==> run_1/met1.png <==
Scale: 6 px per um. Supply wires on this layer in grey.
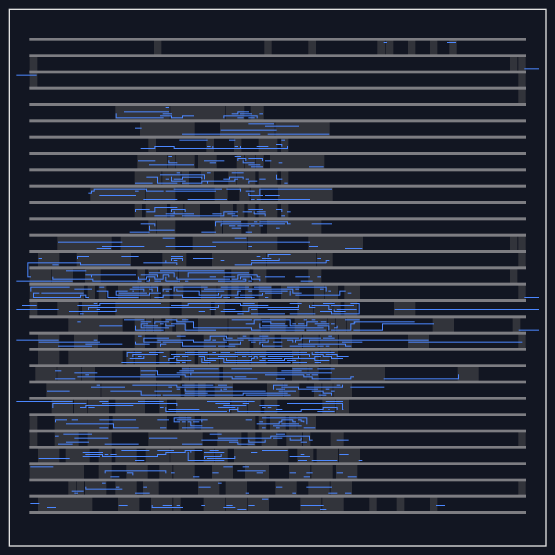
==> run_1/met2.png <==
Scale: 6 px per um.
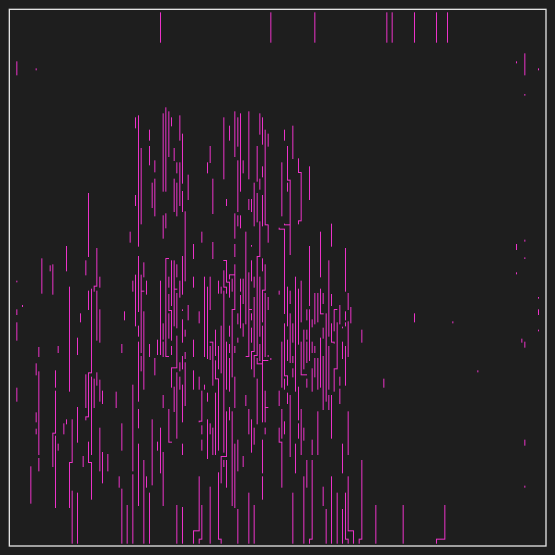
==> run_1/met3.png <==
Scale: 6 px per um.
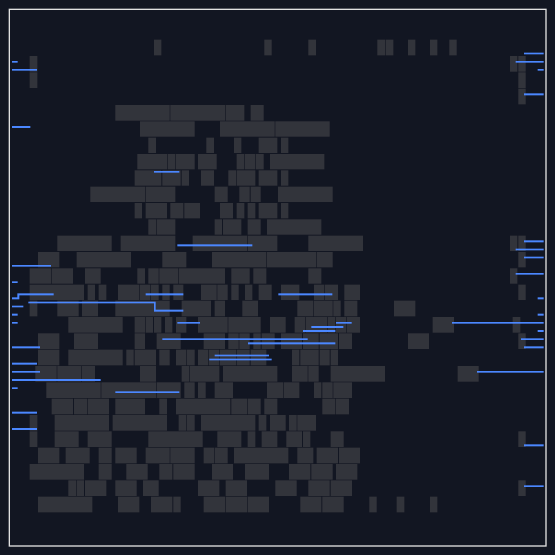
==> run_1/final_congestion.png <==
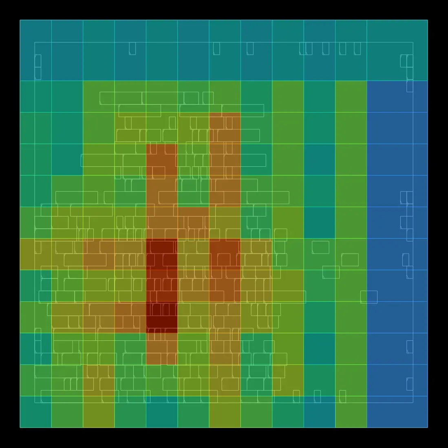
Design spi_burst_sequencer, sky130hd; sources not shown.
==> flow_metrics.tcl, run 1 <==
# metrics dict for downstream scripts
set metrics [dict create \
    fin_setup_tns_ns 0 \
    clock_latency_ns 0.28 \
    m1WireLength_mm 2.05 \
    final-clk-cell-share_pct 3.99 \
    fin_crit_ns 3.16 \
    ys_seq_share_pct 37.3 \
    syn2layout_area_growth_pct 20.7 \
    ys_types 50 \
    antenna_cells 0 \
    comb_area_um2 1080 \
    pre_cts_ws_ns 0.444 \
    warnings 57 \
    clockBufferDepth 2 \
    synth_chip_area_um2 2080 \
    p_per_area_nw_per_um2 778 \
    dp_cells 333 \
    leakage_nw 1.11 \
    final-instance-count-excl-fill 341 \
    path_cells "nor3b_1 -> nand2_1 -> a21boi_0 -> clkdlybuf4s50_1" \
    adder_share_pct 0.602 \
    synthArstFlopShare_pct 100 \
    nNonClkInverters 5 \
    seq_share_pct 31.0 \
    power.share.combinational_pct 54.7 \
    gr-total-overflow 0 \
    comb_cells 175 \
    syn-instance-count 225 \
    rr_worst_depth 7 \
    enable_flop_cells 0 \
    post_cts_resize_count 0 \
    cts-buffers-inserted 5 \
    hold_violations 0 \
    cp.depth 4 \
    die-area_um2 7960 \
    viasPerCell 4.82 \
    synthTopLogicFamily "simple AND/OR/NAND/NOR gates" \
    gp_congestion 0.848 \
    mostFrequentLayoutCell "clkdlybuf4s50_1" \
    dp_hpwl_mm 3.21 \
    clock_buffers 8 \
    ys_cells 225 \
    ir_drop_v 0.000396 \
    dr_wl_met3_um 267 \
    setup_viol 0 \
    crit_slowest_cell "nor3b_1" \
    lay_top_cells "clkdlybuf4s50_1, conb_1, dfrtp_1" \
    cts_setup_buffers 0 \
    outcome "finished, final reports clean" \
    critPathKind "flip-flop to output pin" \
    slew-limit-headroom_pct 52.8 \
    layout-drive-gt1-share_pct 12.5 \
    final_cell_area_um2 2510 \
    rsz0062_at_grt "false" \
    p_seq_uw 568 \
    die_height_um 89.2 \
    sh_comb_area_pct 43.3 \
    fin_nets 310 \
    htree_levels 2 \
    taps 77 \
    largest_reg_flops 10 \
    swShare_pct 38.6 \
    cts_tree "built" \
    grtUsageTotal_pct 11.5 \
    nFillCells 664 \
    end_kind "output pin" \
]
## Picture notes: met1.png
share of all routed wire = 47%
main direction = horizontal
nets with wire on the layer = 239
wire length on this layer = 2050 um
longest straight run = 25.8 um
met1 Track Usage GR: 15.4%
via count: 1644
Total Wirelength: 4.40 mm

## Picture notes: met2.png
longest straight run = 26.9 um
nets with wire on the layer = 243
share of all routed wire = 46%
wire length on this layer = 2020 um
met2 Track Usage GR: 17.9%

## Picture notes: met3.png
main direction = horizontal
wire length on this layer = 267 um
M3 GR Usage: 2.58%

## Picture notes: final_congestion.png
GRT busiest layer: met2
Final Util: 38.4%
wire per inst: 12.9 um

==> run 2, diff against run 1 <==
- ABC_AREA: unset -> 1
==> flow_metrics.tcl, run 2 <==
# metrics dict for downstream scripts
set metrics [dict create \
    outcome "finished, final reports clean" \
    core_um2 6830 \
    gr-total-overflow 0 \
    p_int_mw 1.08 \
    m1WireLength_mm 1.99 \
    synthTopLogicFamily "simple AND/OR/NAND/NOR gates" \
    synthArstFlopShare_pct 100 \
    comb_area_um2 1040 \
    synth_chip_area_um2 2130 \
    grt_pass1_wl_mm 7.89 \
    setup_viol 0 \
    path_cells "inv_2 -> nor2_1 -> nand2_1 -> nand2_2 -> inv_2 -> nand3_2 -> inv_1 -> nor2_2 -> clkdlybuf4s50_1" \
    synth.cellmix.simpleShare_pct 33.5 \
    post_cts_resize_count 0 \
    rows 30 \
    final_cell_area_um2 2570 \
    syn-instance-count 295 \
    postCtsHoldBufs 0 \
    dp_hpwl_mm 3.57 \
    area_dominant_class "logic gates" \
    adder_share_pct 0.588 \
    grt_pass1_vias 1743 \
    arrival_ns 2.26 \
    top_layer_used "met4" \
    antenna_found_initial 0 \
    fin_crit_ns 3.21 \
    finalWorstSetupSlack_ns 0.190 \
    end_kind "output pin" \
    portBuffers 37 \
    cts_tree "built" \
    cts-buffers-inserted 5 \
    layout-drive-gt1-share_pct 14.1 \
    p_comb_mw 1.09 \
    cp.depth 9 \
    htree_levels 2 \
    largest_reg_flops 10 \
    seq_power_share_pct 28.0 \
    drc 0 \
    dieWidth_um 90.3 \
    buffer_area_share_pct 15.3 \
    reg2reg_slack_ns 1.23 \
    nNonClkInverters 35 \
    drv_cap 0 \
    rsz0062_at_grt "false" \
    ant_nets 0 \
    fp_util_pct 31.2 \
    io_pins 101 \
    comb_cells 219 \
    maxPowerGroup "combinational logic" \
    max_freq_mhz 312 \
    clock_latency_ns 0.28 \
    ys_ff 31 \
    lay_top_cells "nand2_1, clkdlybuf4s50_1, nor2_1, conb_1, dfrtp_1" \
    cts_setup_buffers 0 \
    dr_wl_met3_um 328 \
    ys_sh_mux_pct 0 \
    synth_top_area_share_pct 36.4 \
    critPathMaxStageDelay_ns 0.58 \
    required_ns 2.45 \
    mostFrequentLayoutCell "nand2_1" \
    pre_cts_ws_ns 0.387 \
    ys_cells 295 \
    critPathMaxFanout 6 \
    fin_setup_tns_ns 0 \
    synth-main-ff-cell "dfrtp_1" \
    power_mw 1.96 \
    warnings 57 \
    fin_nets 379 \
    seq_cells 31 \
    leakage_nw 1.29 \
    crit_slowest_cell "clkdlybuf4s50_1" \
    swShare_pct 44.7 \
    crit_top_cell "inv_2" \
    ys_warn_count 0 \
    busiest_layer "met2" \
    worstSetupStartpointType "flip-flop" \
    die_height_um 90.3 \
    dp_cells 421 \
    antenna_cells 0 \
    n_all_buffers 40 \
    critical-path-top-delay-family "buffers and inverters" \
    die-area_um2 8150 \
    path_clk_slew_ns 0.07 \
    ys_types 29 \
    syn2layout_area_growth_pct 20.6 \
    seq_share_pct 30.3 \
    clockBufferDepth 2 \
    power.share.combinational_pct 55.5 \
    wl_met2_mm 2.28 \
    timing.hold.ws_ns 0.347 \
    hold_violations 0 \
    switchingPower_uw 877 \
    ir_drop_v 0.000306 \
    yosysTopAreaCell "dfrtp_1" \
    cts.sinks 31 \
    most_common_cell "nand2_1" \
    drt-pass1-iter-count 4 \
    p_seq_uw 550 \
    critPathKind "flip-flop to output pin" \
    finalCritPeriodShare_pct 94.4 \
    viasPerCell 4.27 \
    syn-cell-area_um2 2130 \
    sh_comb_area_pct 40.6 \
    drt_iter0_drc 143 \
    gp_congestion 0.934 \
    enable_flop_cells 0 \
    synth.cells.most_frequent "nand2_1, buf_4, nor2_1, dfrtp_1, inv_1" \
    taps 96 \
    hold_path.class "flip-flop to flip-flop" \
    clock_buffers 7 \
    p_per_area_nw_per_um2 764 \
    ys_seq_share_pct 36.4 \
    final-clk-cell-share_pct 4.04 \
    nFillCells 710 \
    rr_worst_depth 10 \
    final-instance-count-excl-fill 429 \
    ys_sh_aoi_pct 5.82 \
    xor_share_pct 3.29 \
    final-max-slew-violation-count 0 \
    hold_depth 1 \
    placed_cell_area_um2 2460 \
]
==> run_2/met3.png <==
Scale: 6 px per um.
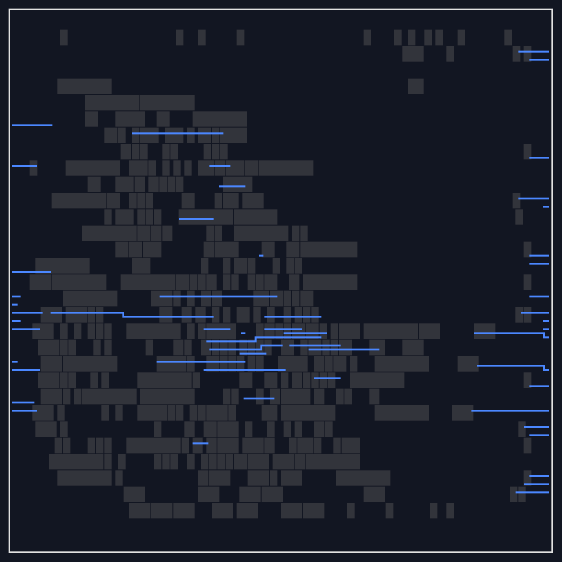
nets with wire on the layer = 45
main direction = horizontal
M3 GR Usage: 3.00%
via count: 1833

==> run_2/met2.png <==
Scale: 4 px per um.
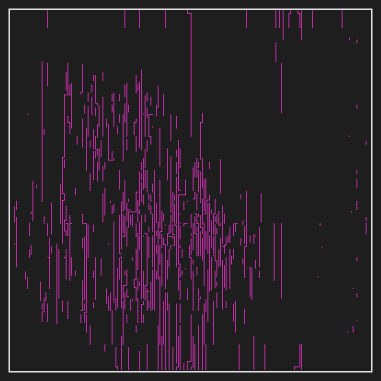
nets with wire on the layer = 284
main direction = vertical
longest straight run = 35.0 um
share of all routed wire = 49%
wire length on this layer = 2280 um
Total Wirelength: 4.69 mm
met2 Track Usage GR: 19.4%

==> run_2/final_congestion.png <==
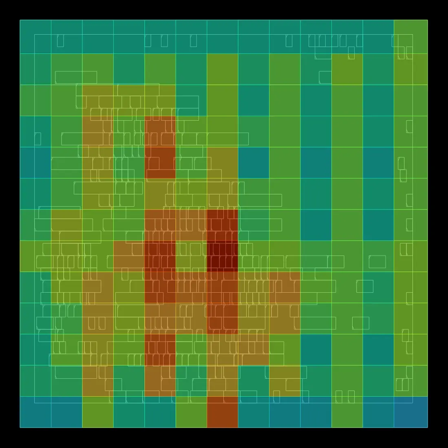
wire per inst: 10.9 um
met1 Track Usage GR: 14.4%
Final Util: 37.6%
Total GRT Usage: 11.8%

